==> src/rtl/uptimer.sv <==
// uptimer: count-up elapsed-time timer with prescaler, sticky compare-match and overflow flags.
// Define UPTIMER_CAPTURE_EN to add the synchronised evt timestamp capture; otherwise capture/captured read 0.
module uptimer #(
    parameter int unsigned PERIOD = 1000,
    parameter int unsigned WIDTH  = 16
) (
    input  logic             clk,
    input  logic             rst,
    input  logic             start,
    input  logic             stop,
    input  logic             clear,
    input  logic             cmp_load,
    input  logic [WIDTH-1:0] cmp_data,
    input  logic             evt,
    output logic [WIDTH-1:0] counter,
    output logic             running,
    output logic             match,
    output logic             overflow,
    output logic [WIDTH-1:0] capture,
    output logic             captured
);

    typedef enum logic [1:0] {IDLE, RUN, OVF} state_t;

    localparam logic [WIDTH-1:0] ALL1 = '1;

    state_t           state;
    logic [15:0]      prescaler;
    logic [WIDTH-1:0] cmp;
    logic [16:0]      inc;
    logic             tick_due;
    logic [WIDTH-1:0] nxt;

    // 17-bit compare so PERIOD=0 and PERIOD=1 both tick every clock
    assign inc      = {1'b0, prescaler} + 17'd1;
    assign tick_due = (inc >= 17'(PERIOD));
    assign nxt      = counter + WIDTH'(1);

    always_ff @(posedge clk or posedge rst) begin
        if (rst) begin
            state     <= IDLE;
            running   <= 1'b0;
            counter   <= '0;
            prescaler <= '0;
            cmp       <= '0;
            match     <= 1'b0;
            overflow  <= 1'b0;
        end else begin
            if (clear) begin
                counter   <= '0;
                prescaler <= '0;
                match     <= 1'b0;
                overflow  <= 1'b0;
                if (state == OVF || (state == RUN && stop)) begin
                    state   <= IDLE;
                    running <= 1'b0;
                end
            end else begin
                case (state)
                    IDLE: begin
                        if (start && !stop) begin
                            state   <= RUN;
                            running <= 1'b1;
                        end
                    end
                    RUN: begin
                        if (stop) begin
                            // prescaler is held so a resume finishes the partial period
                            state   <= IDLE;
                            running <= 1'b0;
                        end else if (tick_due) begin
                            prescaler <= '0;
                            if (counter != ALL1) begin
                                counter <= nxt;
                                if (nxt == cmp) match <= 1'b1;
                            end else begin
                                overflow <= 1'b1;
                                state    <= OVF;
                                running  <= 1'b0;
                            end
                        end else begin
                            prescaler <= inc[15:0];
                        end
                    end
                    default: ;
                endcase
            end
            // a coinciding tick above already compared against the old cmp
            if (cmp_load) cmp <= cmp_data;
        end
    end

`ifdef UPTIMER_CAPTURE_EN
    logic [2:0] sync;

    always_ff @(posedge clk or posedge rst) begin
        if (rst) begin
            sync     <= '0;
            capture  <= '0;
            captured <= 1'b0;
        end else begin
            sync <= {sync[1:0], evt};
            // an edge beats a simultaneous clear for the capture pair
            if (sync[1] && !sync[2]) begin
                capture  <= counter;
                captured <= 1'b1;
            end else if (clear) begin
                capture  <= '0;
                captured <= 1'b0;
            end
        end
    end
`else
    logic unused_evt;
    assign unused_evt = evt;
    assign capture    = '0;
    assign captured   = 1'b0;
`endif

endmodule

==> config.mk <==
export PLATFORM = sky130hd
export DESIGN_NAME = uptimer
export DESIGN_NICKNAME = d
export VERILOG_FILES = /design/src/rtl/uptimer.sv
export SDC_FILE = /design/constraint.sdc
export NUM_CORES = 1
export LEC_CHECK = 0
export CORE_UTILIZATION = 40
export CTS_CLUSTER_DIAMETER = 80
export DETAILED_ROUTE_END_ITERATION = 6
export GPL_TIMING_DRIVEN = 0
export MAX_ROUTING_LAYER = met4
export PLACE_DENSITY = 0.7
export SETUP_SLACK_MARGIN = 0.2
export SLEW_MARGIN = 20
export SYNTH_ARGS = -nofsm -noshare
export SYNTH_HDL_FRONTEND = slang
export SYNTH_SLANG_ARGS = --single-unit
==> constraint.sdc <==
create_clock -name clk -period 2.1 [get_ports clk]
set_input_delay 0.21 -clock clk [delete_from_list [all_inputs] [get_ports clk]]
set_output_delay 0.21 -clock clk [all_outputs]
set_load 0.005 [all_outputs]
==> results.ini <==
[run_status]
status = finished with violations
violations = setup timing

[setup_path]
path_common_cell = buf_6
worst_ep_required_time_ps = 2350
path_buffers = 2
cp.arrival_ps = 2600
path_cells = ha_4, nand3_4, nor4b_2, a31oi_1, o22ai_2, a31oi_4, buf_6, buf_6, or4b_1, a21oi_1
path_delay_family = simple AND/OR/NAND/NOR gates
endpoint_kind = register
cp_max_fo = 7

[power_and_ir_drop]
netSwitchingPower_uw = 511
top_power_group = registers
p_comb_uw = 248
internal_power_mw = 1.53
p_seq_share_pct = 52.3
p_clk_share_pct = 35.6
p_leak_nw = 1.78
power_density_nw_per_um2 = 465
swShare_pct = 25.0

[floorplan]
die_x_um = 91.3
rows = 32
dieHeight_um = 91.3
dieArea_um2 = 8330

[final_timing]
setup_ws_ps = -250
drv_slew = 0
hold_viol = 0
max_freq_mhz = 426
setup_tns_ps = -5460
setup_viol = 30
finClkSkew_ps = 10.3
fin_crit_ps = 2350
hold_slack_ps = 341
worstMarginPinSlew_ps = 652
rsz0062_at_grt = true

[placed_design]
place_hpwl_mm = 5.19
placed_area_um2 = 3910
place_worst_setup_slack_ps = -343
finalWeightedCongestion = 0.863

[cells_and_area]
finalNonFillerCells = 531
drive_above_1_share_pct = 28.7
diodes = 0

[synthesis]
async_flop_share_pct = 100
logic_family = simple AND/OR/NAND/NOR gates
yosys-stat-cells = 339
area_leaders = dfrtp_1 41%, mux2_2 6.0%, buf_4 5.4%
ys_seq_elements = 52
synth-edff-count = 0
synth_top_cell_by_count = dfrtp_1
synthAoiAreaFrac_pct = 12.8
mux_area_share_pct = 6.00
syn_inst = 339
avgSynthCellArea_um2 = 9.40
syn_area_um2 = 3190
yosys-top-cells-count = 52 x dfrtp_1, 28 x nand2_1, 23 x buf_4, 22 x a21oi_1, 19 x xnor2_1
ff_type = dfrtp_1

[clocking]
clock_path_buffers = 2
numCtsBuffers = 5
cts_setup_buffers = 22
cts.clk_slew.worst_paths_ps = 110
ctsResizeCount = 23
cts_tree = built

[global_routing]
grt_pass1_wl_mm = 13.2
grt_pass1_vias = 2740
overflow = 0
grt_max_degree = 53

[job]
warnings = 30

[detailed_routing]
postRouteAntennaNets = 0
dr.pass1.iters = 4
viasPerCell = 5.36

final timing paths:
path / startpoint / end / cells past startpoint
min in group clk: cmp_load / cmp[11]$_DFFE_PP0P_ / 2
min reg2reg: overflow$_DFFE_PP0P_ / overflow$_DFFE_PP0P_ / 2
max in group asynchronous: rst / prescaler[0]$_DFFE_PP0P_ / 2
min: rst / prescaler[10]$_DFFE_PP0P_ / 2
max: prescaler[0]$_DFFE_PP0P_ / counter[8]$_DFFE_PP0P_ / 10
max reg2reg: prescaler[0]$_DFFE_PP0P_ / counter[8]$_DFFE_PP0P_ / 10
cells in the final DEF, fill, tap and decap left out, types with 6 or more instances in the layout:
| cell | instances |
|---|---|
| a21oi_1 | 20 |
| and3_1 | 8 |
| buf_4 | 41 |
| buf_6 | 8 |
| clkbuf_1 | 6 |
| clkdlybuf4s50_1 | 39 |
| conb_1 | 17 |
| dfrtp_1 | 45 |
| dfrtp_2 | 7 |
| mux2_2 | 17 |
| nand2_1 | 26 |
| nand3_1 | 14 |
| nand4_1 | 7 |
| nor2_1 | 17 |
| o21ai_1 | 6 |
| o31ai_1 | 11 |
| or4_1 | 14 |
| xnor2_1 | 19 |
| xor2_1 | 10 |
state kept, by name, summed over array words and instances (netlist names):
register,count
cmp,16
counter,16
state,2
overflow,1
match,1
prescaler,16
metal layers:
layer | part of all wire, % | GRT usage (%) | vias up
met1 | 47 | 26.6 | 1389
met4 | 0.94 | 4.23 | 0
met2 | 49 | 32.6 | 65
met3 | 3.4 | 3.35 | 6
li1 | - | - | 1388
met5 | 0 | - | -
cell type report:
cell class / instances / area (µm²)
tap: 102 / 128
buffer: 37 / 294
sequential: 52 / 1310
clock inverter: 2 / 38.8
inverter: 6 / 25.0
fill: 697 / 3340
timing repair buffer: 66 / 632
multi-input combinational: 260 / 1890
clock buffer: 6 / 72.6
Figure 1. Cells colored by class.
Scale bar: 20 µm.
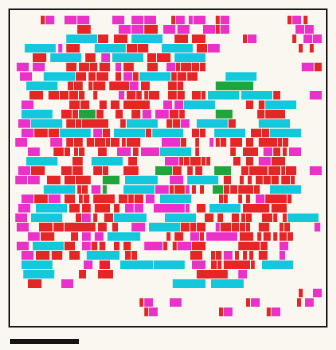
| color | class | cells | share of their area |
|---|---|---|---|
| green | clock drivers and dummy loads | 8 | 2.6% |
| magenta | other buffers and delay cells | 103 | 22% |
| red | all other logic | 266 | 45% |
| cyan | flip-flops | 52 | 31% |
flop share of the area: 29.8%
Final Cell Area: 4390 µm²
fin util: 56.8%
Core Box Area: 7730 µm²

Figure 2. Nets reached from selected ports.
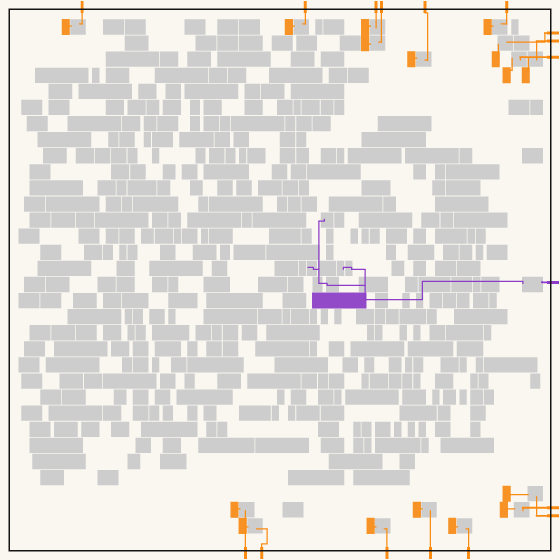
| color | port | direction | edge | end cells | buffers | wire |
|---|---|---|---|---|---|---|
| purple | running | output | right | 1 | 1 | 62.5 µm |
| orange | capture | output | 6 top, 5 right, 5 bottom | 16 | 16 | 95.5 µm |
IO Pins: 59
number of port buffers: 39

Figure 3. Wiring heat map.
Scale bar: 20 µm. 18 x 18 tiles, from dark purple (low) to yellow (high), scaled to the fullest tile. Values are wire area over tile area, all layers added.
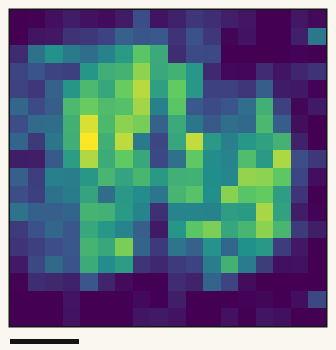
nearly empty tiles: 17%
fullest tile: 0.47
mean over tiles: 0.15
Post-Route WL: 7.91 mm
global-route usage over all layers: 20.1%
routed len/inst: 14.9 µm
via count: 2848

Figure 4. Cells by drive strength.
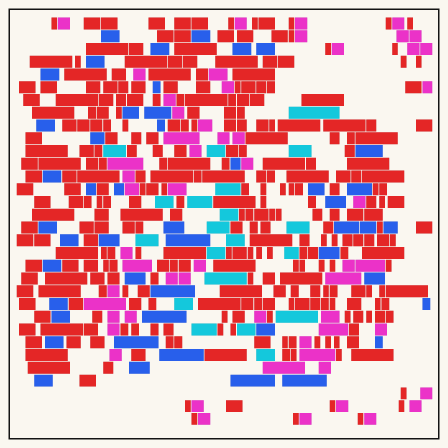
| color | size | cells | share |
|---|---|---|---|
| red | drive 1 or less | 306 | 71% |
| blue | drive 2 | 47 | 11% |
| cyan | drive 6 and up | 20 | 4.7% |
| magenta | drive 3 to 4 | 56 | 13% |
setup slack after layout: -250 ps
layout buffer count excluding clock buffers: 103
Area growth, synth to finish: 37.7%

Figure 5. Routing congestion.
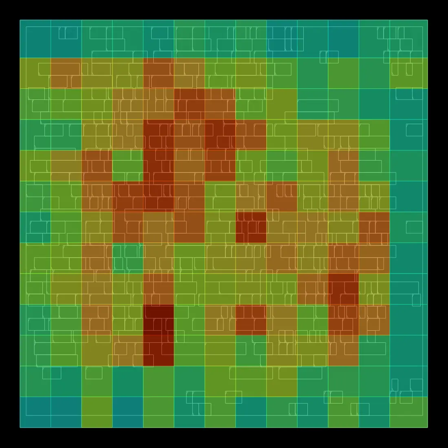
met1 Use GR: 26.6%
Top Usage Layer GRT: met2

